Design button_debounce_bank, sky130hd; sources not shown.
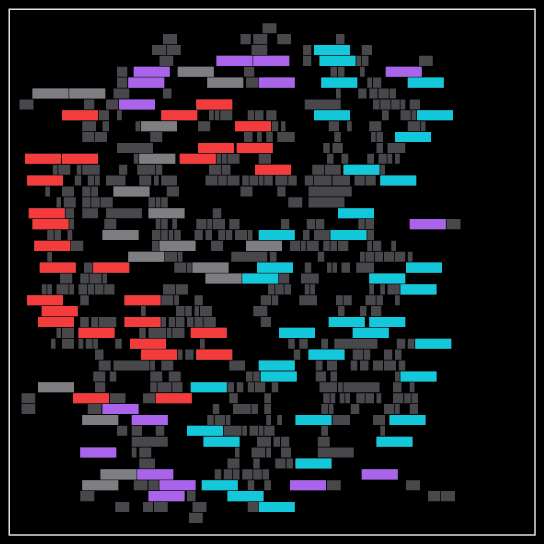
*Where the registers sit, run 1*
Scale: 4 px per um. Other sequential cells in the stronger grey, the rest of the logic in the fainter grey.
- red: g_ch.u_ch.stab_cnt (flops 28)
- purple: g_ch.u_ch.evt (flops 16)
- cyan: g_ch.u_ch.hold_cnt (flops 36)
Register Area: 2450 sq um
end-of-flow core utilization: 35.4%

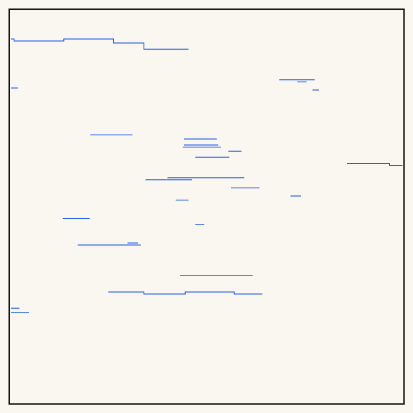
*M3 wires, run 1*
Scale: 3 px per um.
- nets with wire on the layer: 19
- share of all routed wire: 3.3%
- longest straight run: 25.3 um
- main direction: horizontal
routed via count: 3665
routing usage on met3: 2.24%
total wirelength of the detailed-routed design: 10400 um

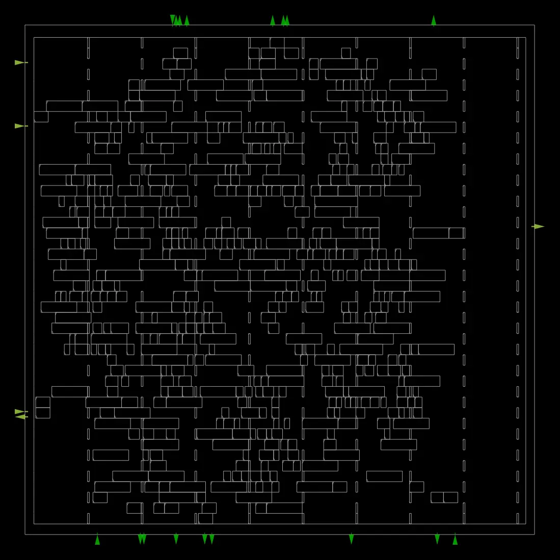
*Cell placement, run 1*
number of tap cells inserted: 216
total of fill cells in the finished design: 1605
FF+latch count: 98
Placement Rows: 46
Layout Cells excl Fill: 721

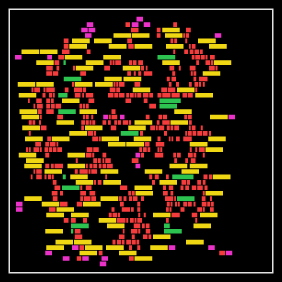
*Cell classes on the final placement, run 1*
Scale: 2 px per um.
- magenta: remaining buffers and delay cells (cells 26; share of their area 4.6%)
- green: clock drivers and dummy loads (cells 16; share of their area 6.0%)
- red: combinational and other logic (cells 365; share of their area 43%)
- yellow: sequential cells (cells 98; share of their area 46%)
final instance area: 5610 sq um
Placeable Area: 15800 sq um
sequential fraction of total cell area: 43.7%

==> impl_metrics.py, run 1 <==
# Generated from Yosys and OpenROAD reports
metrics = {
    "floorplan": {
        "floorplan.io_pins": 22,
        "die-height_um": 131,
        "die_w_um": 131,
    },
    "routing": {
        "post_drt_wl_per_cell_um": 14.4,
        "top_signal_layer_used": "met4",
        "route.detailed.vias_per_inst": 5.08,
        "met2WireLength_um": 5110,
    },
    "pwr": {
        "sw_frac_of_total_pct": 20.1,
        "pwr.group.clock_mw": 0.699,
        "power.sequential.fraction_pct": 50.8,
        "vdd.ir_drop.worst_uv": 124,
        "p_int_mw": 1.17,
        "p_comb_mw": 0.0249,
    },
    "final_layout": {
        "antenna_diode_count": 0,
        "largest_register_ffs": 36,
        "layout.cells.most_common": "dfrtp_1",
    },
    "setup_path": {
        "cp_cell_sequence": "nor2b_1 -> nand3_2 -> or4_1 -> a21oi_1",
        "path_max_fanout": 37,
        "r2r_cells": 4,
        "cp.depth": 4,
        "worstPathBufferInverterCount": 0,
        "slowest_delay_ns": 0.72,
    },
    "timing": {
        "max-slew-margin-rel_pct": 48.1,
        "max_clock_freq_mhz": 356,
        "setup_total_negative_slack_ns": 0,
    },
    "synthesis": {
        "postSynthAreaPerCell_sq_um": 10.0,
        "synth_top_flop_cell": "dfrtp_1",
        "synth.cellmix.simpleShare_pct": 26.4,
        "synthArstFlopShare_pct": 100,
        "syn-cell-area_sq_um": 4840,
        "post_synth_mux_area_share_pct": 0.930,
        "synthAoiAreaFrac_pct": 9.59,
    },
    "grt": {
        "grt_remaining_overflow": 0,
        "grt_max_degree": 66,
        "grt_util_all_layers_pct": 13.4,
    },
    "place": {
        "finalWeightedCongestion": 0.727,
        "portBuffers": 21,
        "placed_cells_incl_taps": 705,
    },
    "run_status": {
        "outcome": "finished clean",
    },
    "clocking": {
        "number_of_cts_inserted_buffers": 9,
        "clockRootBuffer": "clkbuf_16",
        "htree_levels": 3,
    },
    "hold_path": {
        "hp-class": "reg -> reg",
    },
}
run 1: layout make-up:
class                   instances  share of cell area (%)
inverters                      14                    1.03
well taps                     216                    4.82
flip-flops and latches         98                    43.7
clock inverters                 4                    1.32
repair buffers                 26                    4.42
clock buffers                  12                    4.40
multi-input cells             351                    40.3
run 1: through the flow:
stage | utilization, % | power [mW] | setup WS (ns) | hold WS (ns) | cell area (sq um)
5_1_grt | 35.4 | 1.52 | 2.28 | 0.353 | 5610
4_1_cts | 35.4 | 1.50 | 2.53 | 0.348 | 5600
3_3_place_gp | 33.2 | 0.786 | 2.66 | 0.332 | 5260
3_5_place_dp | 33.4 | 0.787 | 2.55 | 0.335 | 5280
6_report | 35.4 | 1.47 | 2.54 | 0.345 | 5610
2_1_floorplan | - | 0.775 | 1.72 | 0.331 | 4840
## Run 2: what changed since run 1
--- a/config.mk
+++ b/config.mk
@@ -8,7 +8,7 @@
 export CORE_MARGIN = 2
 export CORE_UTILIZATION = 30
 export DETAILED_ROUTE_END_ITERATION = 8
-export PLACE_DENSITY = 0.49
+export PLACE_DENSITY = 0.51
 export SLEW_MARGIN = 40
 export SYNTH_ARGS = -nofsm -noshare
 export SYNTH_HDL_FRONTEND = slang
==> constraint.sdc (replaced) <==
create_clock -name clk -period 2.4 [get_ports clk]
set_input_delay 0.48 -clock clk [delete_from_list [all_inputs] [get_ports clk]]
set_output_delay 0.48 -clock clk [all_outputs]
set_load 0.05 [all_outputs]
==> run 2 against run 1 <==
  * Total power is 110% higher
  * Maximum frequency grew 26%
  * Utilization up 0.40 points
  * Critical path depth increased by 1
  * Flip-flop count did not move
  * Clock power is 96% higher
  * Clock-buffer cell count increased by 1
  * Critical path type unchanged
  * Largest cell class unchanged
==> impl_metrics.py, run 2 <==
# Generated from Yosys and OpenROAD reports
metrics = {
    "final_layout": {
        "seq-cell-share_pct": 43.3,
        "nNonClkInverters": 14,
        "post-route-cell-area_sq_um": 5670,
        "layout.cells.most_common": "dfrtp_1",
        "dominant-cell-class": "flip-flops and latches",
        "largest_register_ffs": 36,
        "area.sequential_sq_um": 2450,
        "final-nonclk-buf-share_pct": 6.36,
        "buffers_excl_clock": 36,
        "design.seq.count": 98,
        "nMultiInputCombCells": 351,
        "area.share.combinational_pct": 39.8,
    },
    "clocking": {
        "htree_levels": 3,
        "clockRootBuffer": "clkbuf_16",
        "number_of_cts_inserted_buffers": 9,
    },
    "synthesis": {
        "syn-cell-area_sq_um": 4840,
        "synth_top_flop_cell": "dfrtp_1",
        "synthArstFlopShare_pct": 100,
    },
    "timing": {
        "hold-worst-slack_ns": 0.347,
        "max_clock_freq_mhz": 450,
        "setup_total_negative_slack_ns": 0,
        "max-slew-margin-rel_pct": 50.6,
    },
    "pwr": {
        "overall_power_of_the_completed_layout_mw": 3.10,
        "vdd.ir_drop.worst_uv": 322,
        "power.sequential.fraction_pct": 53.7,
    },
    "floorplan": {
        "floorplan.io_pins": 22,
        "tapcell.inserted": 216,
        "die-height_um": 131,
    },
    "run_status": {
        "outcome": "finished clean",
    },
    "place": {
        "finalWeightedCongestion": 0.791,
        "portBuffers": 21,
        "pre_cts_ws_ns": 0.171,
        "placed_cells_incl_taps": 715,
    },
    "grt": {
        "grt_max_degree": 64,
    },
    "setup_path": {
        "r2r_cells": 5,
        "path_max_fanout": 12,
    },
}
==> run 2: cell count changes in the layout (fill, tap and decap cells not counted), sizes merged <==
cell | previous run | this run
bufinv | 2 | 0
buf | 5 | 15
clkbuf | 12 | 13
clkinvlp | 0 | 2
inv | 15 | 13
==> run 2: critical path, stage by stage (launching register included) <==
cell,delay (ns)
dfrtp_1,0.39
ha_1,0.28
nand3b_2,0.29
or4_1,0.67
or3_1,0.35
a21oi_1,0.17
==> run 2: logic make-up after synthesis <==
kind of cell,synth area share (%)
buffers and inverters,2.97
AOI/OAI and AO/OA,9.59
muxes,0.930
and+or+nand+nor,26.4
adders and majority gates,3.36
xor gates and xnor gates,6.15
DFF,50.6
==> run 2: per-layer routing <==
metal  wire, um  track usage (%)
met5          0                0
met4        193             5.82
met3        256             2.44
met2       5020             21.4
met1       5220             18.6
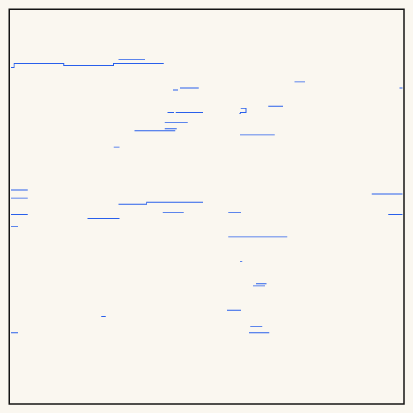
*M3 wires, run 2*
Scale: 3 px per um.
- wire length on this layer: 257 um
- nets with wire on the layer: 25
- main direction: horizontal
- share of all routed wire: 2.4%
- longest straight run: 19.3 um
routed via count: 3725
total wirelength of the detailed-routed design: 10700 um

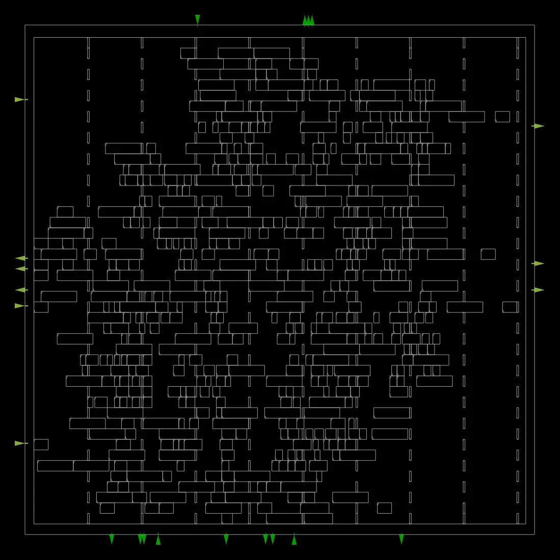
*Cell placement, run 2*
end-of-flow core utilization: 35.8%
total of fill cells in the finished design: 1588
Layout Cells excl Fill: 730

Power and IR drop assume default switching activity.
